run_1/port_trees.png
(2 px per um)
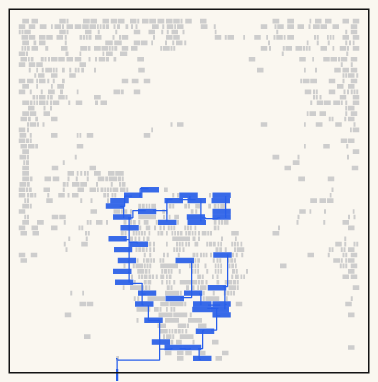
run_1/ff_map.png
(2 px per um) Other sequential cells in the stronger gray, the rest of the logic in the fainter gray.
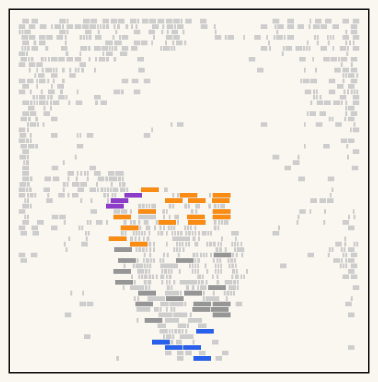
run_1/util_map.png
(1.5 px per um) The die is cut into 18 by 18 equal tiles; dark purple is low, yellow is high, 0 to 100% covered.
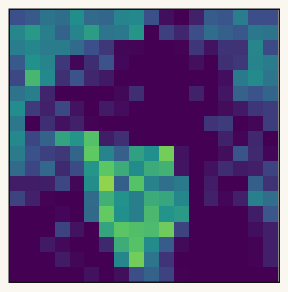
===== src/rtl/mem_bus_arbiter_pkg.sv =====
// Purpose : shared bus command encodings and owner type for the memory-port arbiter.
// Latency : n/a (types and constants only).
// Backpressure: n/a.
package mem_bus_arbiter_pkg;

  localparam int XLEN_DEF         = 32;
  localparam int NUM_TAGS_DEF     = 16;
  localparam int STARVE_LIMIT_DEF = 4;

  typedef enum logic [1:0] {
    BUS_NONE  = 2'h0,
    BUS_LOAD  = 2'h1,
    BUS_STORE = 2'h2
  } BUS_COMMAND;

  typedef enum logic {
    OWNER_ICACHE = 1'b0,
    OWNER_DCACHE = 1'b1
  } MEM_OWNER;

endpackage


===== src/rtl/mem_tag_tracker.sv =====
// Purpose : NUM_TAGS-entry table recording which requester owns each outstanding memory tag.
// Latency : lookup is combinational on cmpl_tag; table/count/error update on the next clock edge.
// Backpressure: none; every alloc/complete presented is applied in the same cycle.
//
// Ports:
//   clock, reset          clock and async active-low reset
//   alloc_en/tag/owner    record a newly accepted load
//   cmpl_tag              returning tag (0 = none)
//   lookup_valid/owner    owner of cmpl_tag as currently stored
//   count                 registered number of valid entries
//   error                 sticky: completion without owner, or alloc over a live entry
module mem_tag_tracker
  import mem_bus_arbiter_pkg::*;
#(
  parameter int NUM_TAGS = NUM_TAGS_DEF,
  parameter int TAG_W    = $clog2(NUM_TAGS),
  parameter int CNT_W    = $clog2(NUM_TAGS) + 1
) (
  input  logic             clock,
  input  logic             reset,
  input  logic             alloc_en,
  input  logic [TAG_W-1:0] alloc_tag,
  input  logic             alloc_owner,
  input  logic [TAG_W-1:0] cmpl_tag,
  output logic             lookup_valid,
  output logic             lookup_owner,
  output logic [CNT_W-1:0] count,
  output logic             error
);

  logic [NUM_TAGS-1:0] owner_valid_q, owner_valid_d;
  logic [NUM_TAGS-1:0] owner_q, owner_d;   // 1 = dcache, 0 = icache
  logic [CNT_W-1:0]    count_q, count_d;
  logic                error_q, error_d;

  always_comb begin
    lookup_valid = (cmpl_tag != '0) && owner_valid_q[cmpl_tag];
    lookup_owner = owner_q[cmpl_tag];
  end

  always_comb begin
    owner_valid_d = owner_valid_q;
    owner_d       = owner_q;
    error_d       = error_q;

    // Completion is applied before allocation so a tag recycled in the
    // same cycle ends up valid under its new owner without an error.
    if (cmpl_tag != '0) begin
      if (owner_valid_q[cmpl_tag]) begin
        owner_valid_d[cmpl_tag] = 1'b0;
      end else begin
        error_d = 1'b1;
      end
    end

    if (alloc_en) begin
      if (owner_valid_d[alloc_tag]) begin
        error_d = 1'b1;
      end
      owner_valid_d[alloc_tag] = 1'b1;
      owner_d[alloc_tag]       = alloc_owner;
    end

    count_d = '0;
    for (int i = 0; i < NUM_TAGS; i++) begin
      count_d = count_d + CNT_W'(owner_valid_d[i]);
    end
  end

  always_ff @(posedge clock or negedge reset) begin
    if (!reset) begin
      owner_valid_q <= '0;
      owner_q       <= '0;
      count_q       <= '0;
      error_q       <= 1'b0;
    end else begin
      owner_valid_q <= owner_valid_d;
      owner_q       <= owner_d;
      count_q       <= count_d;
      error_q       <= error_d;
    end
  end

  assign count = count_q;
  assign error = error_q;

endmodule


===== src/rtl/mem_bus_arbiter.sv =====
// Purpose : shares the single memory port between icache and dcache and steers returning tags to their owner.
// Latency : 0 cycles request->memory and tag->owner (combinational); owner table/starve state update at clock edge.
// Backpressure: memory rejects with response 0; the granted requester sees 0 and must retry next cycle.
//
// Ports:
//   clock, reset                         clock and async active-low reset
//   Icache2mem_*, Dcache2mem_*           requests from the two cache controllers
//   mem2proc_response/data/tag           accept tag, return data, completion tag from memory
//   proc2mem_command/addr/data           granted request toward memory
//   mem2Icache_*, mem2Dcache_*           per-requester view of the memory responses
//   outstanding_cnt                      number of loads awaiting completion
//   tag_error                            sticky protocol error flag
module mem_bus_arbiter
  import mem_bus_arbiter_pkg::*;
#(
  parameter int XLEN         = XLEN_DEF,
  parameter int NUM_TAGS     = NUM_TAGS_DEF,
  parameter int STARVE_LIMIT = STARVE_LIMIT_DEF,
  parameter int TAG_W        = $clog2(NUM_TAGS),
  parameter int CNT_W        = $clog2(NUM_TAGS) + 1
) (
  input  logic             clock,
  input  logic             reset,
  input  logic [1:0]       Icache2mem_command,
  input  logic [XLEN-1:0]  Icache2mem_addr,
  input  logic [1:0]       Dcache2mem_command,
  input  logic [XLEN-1:0]  Dcache2mem_addr,
  input  logic [63:0]      Dcache2mem_data,
  input  logic [TAG_W-1:0] mem2proc_response,
  input  logic [63:0]      mem2proc_data,
  input  logic [TAG_W-1:0] mem2proc_tag,
  output logic [1:0]       proc2mem_command,
  output logic [XLEN-1:0]  proc2mem_addr,
  output logic [63:0]      proc2mem_data,
  output logic [TAG_W-1:0] mem2Icache_response,
  output logic [63:0]      mem2Icache_data,
  output logic [TAG_W-1:0] mem2Icache_tag,
  output logic [TAG_W-1:0] mem2Dcache_response,
  output logic [63:0]      mem2Dcache_data,
  output logic [TAG_W-1:0] mem2Dcache_tag,
  output logic [CNT_W-1:0] outstanding_cnt,
  output logic             tag_error
);

  localparam int ST_W = $clog2(STARVE_LIMIT + 1);
  localparam logic [ST_W-1:0] STARVE_MAX = ST_W'(STARVE_LIMIT);

  logic [ST_W-1:0] starve_cnt_q, starve_cnt_d;

  logic icache_req, dcache_req;
  logic grant_icache, grant_dcache;
  logic accepted;
  logic alloc_en;
  logic lookup_valid, lookup_owner;

  // Dcache normally has priority; once the icache has lost STARVE_LIMIT
  // times in a row it takes the port regardless.
  always_comb begin
    icache_req   = (Icache2mem_command != BUS_NONE);
    dcache_req   = (Dcache2mem_command != BUS_NONE);
    grant_icache = icache_req && (!dcache_req || (starve_cnt_q == STARVE_MAX));
    grant_dcache = dcache_req && !grant_icache;
    accepted     = (mem2proc_response != '0);
  end

  always_comb begin
    proc2mem_command    = BUS_NONE;
    proc2mem_addr       = '0;
    proc2mem_data       = '0;
    mem2Icache_response = '0;
    mem2Dcache_response = '0;
    if (grant_icache) begin
      proc2mem_command    = Icache2mem_command;
      proc2mem_addr       = Icache2mem_addr;
      mem2Icache_response = mem2proc_response;
    end else if (grant_dcache) begin
      proc2mem_command    = Dcache2mem_command;
      proc2mem_addr       = Dcache2mem_addr;
      proc2mem_data       = Dcache2mem_data;
      mem2Dcache_response = mem2proc_response;
    end
  end

  // Stores complete without a tag return, so only loads take a table entry.
  assign alloc_en = accepted && (proc2mem_command == BUS_LOAD);

  always_comb begin
    mem2Icache_data = mem2proc_data;
    mem2Dcache_data = mem2proc_data;
    mem2Icache_tag  = '0;
    mem2Dcache_tag  = '0;
    if (lookup_valid) begin
      if (lookup_owner == OWNER_DCACHE) begin
        mem2Dcache_tag = mem2proc_tag;
      end else begin
        mem2Icache_tag = mem2proc_tag;
      end
    end
  end

  always_comb begin
    starve_cnt_d = starve_cnt_q;
    if (grant_icache && accepted) begin
      starve_cnt_d = '0;
    end else if (icache_req && (starve_cnt_q != STARVE_MAX)) begin
      starve_cnt_d = starve_cnt_q + 1'b1;
    end
  end

  always_ff @(posedge clock or negedge reset) begin
    if (!reset) begin
      starve_cnt_q <= '0;
    end else begin
      starve_cnt_q <= starve_cnt_d;
    end
  end

  mem_tag_tracker #(
    .NUM_TAGS (NUM_TAGS),
    .TAG_W    (TAG_W),
    .CNT_W    (CNT_W)
  ) u_tag_tracker (
    .clock        (clock),
    .reset        (reset),
    .alloc_en     (alloc_en),
    .alloc_tag    (mem2proc_response),
    .alloc_owner  (grant_dcache),
    .cmpl_tag     (mem2proc_tag),
    .lookup_valid (lookup_valid),
    .lookup_owner (lookup_owner),
    .count        (outstanding_cnt),
    .error        (tag_error)
  );

endmodule


===== config.mk =====
export PLATFORM = sky130hd
export DESIGN_NAME = mem_bus_arbiter
export DESIGN_NICKNAME = d
export VERILOG_FILES = /design/src/rtl/mem_bus_arbiter_pkg.sv /design/src/rtl/mem_tag_tracker.sv /design/src/rtl/mem_bus_arbiter.sv
export SDC_FILE = /design/constraint.sdc
export NUM_CORES = 1
export LEC_CHECK = 0
export ABC_AREA = 1
export CORE_AREA = 4 4 175 177
export CTS_BUF_LIST = sky130_fd_sc_hd__clkbuf_16
export DETAILED_ROUTE_END_ITERATION = 12
export DIE_AREA = 0 0 179 181
export SYNTH_ARGS = -nofsm -noshare
export SYNTH_HDL_FRONTEND = slang
export SYNTH_HIERARCHICAL = 1
export SYNTH_SLANG_ARGS = --single-unit

===== constraint.sdc =====
create_clock -name clock -period 14.8 [get_ports clock]
set_input_delay 4.44 -clock clock [delete_from_list [all_inputs] [get_ports clock]]
set_output_delay 4.44 -clock clock [all_outputs]
set_load 0.005 [all_outputs]

==> flow_summary.ini, run 1 <==
; implementation run metrics
[global_route]
first_global_vias = 4982
antenna_found_initial = 13
grt_pass1_wl_mm = 34.3
track_usage_pct = 14.9
grt-ovfl-total = 0
grt_start_max_net_pins = 70

[drt]
first_iter_violations = 261
drc = 0
dr.pass1.iters = 6
vias = 4890
avgViaCountPerCell = 3.91
routed_wl_mm = 25.5
avgRoutedWirePerCell_um = 20.4

[worst_hold_path]
worst_hold_path.endpoint = u_tag_tracker/owner_q[0]
hold_depth = 2
hold_start = u_tag_tracker/owner_q[0]

[clock_network]
clock_latency_ns = 0.28
cts_tree = yes
post-cts-setup-buffer-count = 0
numCtsBuffers = 5
post_cts_resized = 0

[final_layout]
n_antenna_cell = 0
finalInstanceArea_um2 = 6810
layout_top_cell = clkdlybuf4s50_1
stdcell_count = 1250
drive_gt1_share_pct = 3.26
fin_nets = 1083
most-common-layout-cells = clkdlybuf4s50_1, nand2_1, inv_1
area_delta_synth_final_pct = 45.8

[timing]
setup_ws_ns = 2.84
fin_skew_ns = 0.00720
setup_violations = 0
slew_viol_final = 0
max_freq_ghz = 0.0836
rsz0062_at_grt = no
hold_ws_ns = 0.490
max-slew-margin-rel_pct = 38.1
hold_viol = 0
fin_crit_ns = 11.96
min_period_over_period_pct = 80.8
worst_slew_pin_slew_ns = 0.929

[logic_synthesis]
async_reset_ff_share_pct = 100
netlist_top_cells_count = nand2_1, buf_4, inv_1, nor2_1, nand3_1
synth_top_cell_by_count = nand2_1
yosys_area_um2 = 4670
ys.flops = 41
yosysTopAreaCell = dfrtp_1
topCellsByArea = dfrtp_1, buf_4, nand2_1, inv_1, nor2_1
synth_area_um2 = 4670
yosysWarnings = 6
synth-main-ff-cell = dfrtp_1
netlist_instances = 740
ys_cells = 740

[critical_path]
r2r_end = u_tag_tracker/count[4]
worstPathRequired_ns = 10.36
setup.worst_path.start = Icache2mem_command[0]
rrSetupSlack_ns = 8.92

[floorplanning]
die.size.y_um = 181
rows = 63
die_area_um2 = 32400

[run]
drv_cap = 0
tool_warnings = 27

[placed_design]
gp_congestion = 0.880
post-place-ws_ns = 2.78

[run_status]
status = finished clean

[power]
finalPower_mw = 0.712
power_density_nw_per_um2 = 105
Back to the opening pictures, port_trees.png:
blue -> reset  # bits 1, direction input, end cells 41, buffers 1, wire 339 um
IO Pins: 454
IO Port Bufs: 261

Back to the opening pictures, ff_map.png:
blue -> u_tag_tracker/count  # placed flops 5, where bottom center
orange -> u_tag_tracker/owner_q  # placed flops 16, where center
purple -> starve_cnt_q  # placed flops 3
not colored = 17
Seq. cell area: 1030 um2
sequential power: 0.177 mW

Back to the opening pictures, util_map.png:
nearly empty tiles = 36%
densest ninth of the die = bottom center
mean over tiles = 20%
fin util: 23.3%
Pre-Place Util: 16.0%
Core Area: 29,200 um2

-- run 1: flip-flops by register name (all words and copies together) (netlist names) --
register / flops
u_tag_tracker/count: 5
starve_cnt_q: 3
u_tag_tracker/owner_valid_q: 16
u_tag_tracker/owner_q: 16
u_tag_tracker/error: 1
-- run 1: kinds of logic (layout without fill, tap and decap cells) --
logic type | Yosys count | after routing | synth area share [%]
simple gates | 367 | 367 | 33.2
flops | 41 | 41 | 22.0
compound gates | 38 | 38 | 4.50
buf+inv | 273 | 393 | 33.4
xor+xnor | 4 | 4 | 0.750
fa+ha+maj | 17 | 17 | 6.16
-- run 1: report_power, final --
part           internal, mW  leakage (nW)  total, mW  switching (mW)
clock                0.0609        0.0633      0.102          0.0412
combinational         0.211          2.70      0.434           0.223
sequential            0.153         0.518      0.177          0.0236
-- run 1: critical path, stage by stage --
cell and delay (ns):
clkdlybuf4s50_1 0.40, inv_1 0.10, nand2_2 0.43, nand2_4 0.31, nand2_4 0.42, inv_2 0.65, nand2_1 0.12, nand2_1 0.09
clkdlybuf4s50_1 0.52
-- run 1: routing by layer --
metal | global-route usage [%] | share of wire [%]
met1 | 17.2 | 38
met2 | 21.5 | 41
met3 | 10.3 | 17
met5 | 1.70 | 0.45
met4 | 5.19 | 3.7
-- run 1: area by class of cell --
| type | count | area [um2] |
|---|---|---|
| clock buffer | 5 | 125 |
| clock inverter | 2 | 11.3 |
| fill | 3250 | 22400 |
| inverter | 125 | 469 |
| multi-input combinational | 426 | 2080 |
| sequential | 41 | 1030 |
| tap | 390 | 488 |
| timing repair buffer | 261 | 2610 |
run_1/gates.png
(2 px per um)
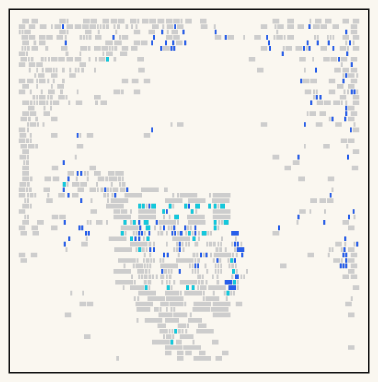

==> run 2: changes to the inputs <==
==> constraint.sdc (replaced) <==
create_clock -name clock -period 11.95 [get_ports clock]
set_input_delay 3.585 -clock clock [delete_from_list [all_inputs] [get_ports clock]]
set_output_delay 3.585 -clock clock [all_outputs]
set_load 0.005 [all_outputs]
run_2/gates.png
(2 px per um)
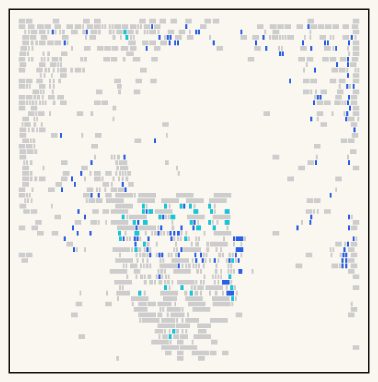
cyan -> aoi and oai cells  # cells 38, where center
blue -> nor cells  # cells 124, where spread over the die
Final Non-Filler Cells: 1,253
most common logic cell in the routed design: clkdlybuf4s50_1
logic share of the area: 30.5%

==> flow_summary.ini, run 2 <==
; implementation run metrics
[floorplanning]
die_area_um2 = 32400
io_pins = 454
fp_util_pct = 16.0
coreArea_um2 = 29200
rows = 63
die.size.y_um = 181

[placed_design]
gp_congestion = 0.915
portBuffers = 261

[global_route]
grt_pass1_wl_mm = 34.4
use_met1_pct = 17.9
grt-ovfl-total = 0
track_usage_pct = 15.0
grt_start_max_net_pins = 70
top_usage_layer = met2
met3_usage_pct = 9.37
first_global_vias = 4973
antenna_found_initial = 14
met2_usage_pct = 21.7

[worst_hold_path]
hold_start = u_tag_tracker/owner_q[12]

[drt]
wl_met2_mm = 10.6
drc = 0
avgRoutedWirePerCell_um = 20.5
first_iter_violations = 218
vias = 4863
dr.pass1.iters = 5
met1_length_mm = 10.2
route.met3.wl_mm = 3.87
top_layer_used = met5
routed_wl_mm = 25.7

[clock_network]
cts_tree = yes
hold_buffers = 0
post-cts-setup-buffer-count = 0
post_cts_resized = 0
numCtsBuffers = 5
clock_latency_ns = 0.28
clk_pin_slew_ns = 0.06

[logic_synthesis]
synth-main-ff-cell = dfrtp_1
yosysTopAreaCell = dfrtp_1
netlist_top_cells_count = nand2_1, buf_4, inv_1, nor2_1, nand3_1
netlist_instances = 740
yosys_area_um2 = 4670
synth_top_cell_by_count = nand2_1
async_reset_ff_share_pct = 100
topCellsByArea = dfrtp_1, buf_4, nand2_1, inv_1, nor2_1
ys_cells = 740
ys.flops = 41
yosysWarnings = 6

[timing]
worst_slew_pin_slew_ns = 0.927
rsz0062_at_grt = no
setup_violations = 0
fin_skew_ns = 0.00295
max-slew-margin-rel_pct = 38.2
min_period_over_period_pct = 84.2
hold_viol = 0
slew_viol_final = 0
max_freq_ghz = 0.0994
fin_crit_ns = 10.06

[final_layout]
final_util_pct = 23.3
fin_nets = 1084
area_delta_synth_final_pct = 46.1
drive_gt1_share_pct = 3.60

[run]
tool_warnings = 27
drv_cap = 0

[run_status]
status = finished clean

[critical_path]
crit_end = proc2mem_addr[28]
rrSetupSlack_ns = 6.08
crit_arrival_ns = 6.48
r2r_end = u_tag_tracker/count[4]
setup.worst_path.start = Dcache2mem_command[1]
worstPathRequired_ns = 8.37

[power]
power_density_nw_per_um2 = 130
finalPower_mw = 0.888
run_2/port_trees.png
(2 px per um)
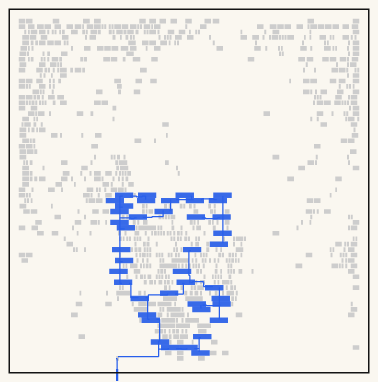

run 2: cell counts after synthesis:
No cell type changed its count.
run 2: through the flow:
stage          setup WS (ns)  area (um2)  hold WS (ns)
6_report                1.89        6830         0.488
5_1_grt                 1.62        6830         0.524
4_1_cts                 1.85        6830         0.492
3_5_place_dp            1.86        6680         0.474
3_3_place_gp            1.93        6680         0.470
2_1_floorplan           3.76        4670         0.454
run 2: worst max-delay path, cell delays in order:
cell,delay (ns)
clkdlybuf4s50_1,0.50
inv_1,0.08
nand2_4,0.09
nand2_4,0.23
nand2_4,0.21
nand2_4,0.41
inv_2,0.64
nand2_1,0.10
nand2_1,0.09
clkdlybuf4s50_1,0.52
run 2: report_power, final:
part,switching [mW],internal (mW)
logic,0.277,0.264
registers,0.0292,0.189
clock network,0.0523,0.0765
total,0.358,0.530
run 2: cell type report:
class | instances | area [um2]
Antenna cell | 1 | 2.50
Fill cell | 3285 | 22400
Inverter | 125 | 469
Tap cell | 390 | 488
Clock inverter | 3 | 17.5
Timing Repair Buffer | 262 | 2620
Sequential cell | 41 | 1030
Clock buffer | 5 | 125
Multi-Input combinational cell | 426 | 2080
run 2: how the worst min path moves through the flow:
stage                                           end  cells after the start  slack [ns]
after floorplan            u_tag_tracker/owner_q[2]                      2        0.45
after global placement     u_tag_tracker/owner_q[2]                      2        0.47
after detailed placement  u_tag_tracker/owner_q[15]                      2        0.47
after CTS                 u_tag_tracker/owner_q[15]                      2        0.49
after global routing       u_tag_tracker/owner_q[1]                      2        0.52
final                     u_tag_tracker/owner_q[12]                      2        0.49
run 2: logic make-up after synthesis:
group / share of synthesized area (%)
compound gates: 4.50
xor+xnor: 0.750
fa+ha+maj: 6.16
buf+inv: 33.4
flops: 22.0
simple gates: 33.2
No activity file was given, so power comes from the tool's default toggle rates.
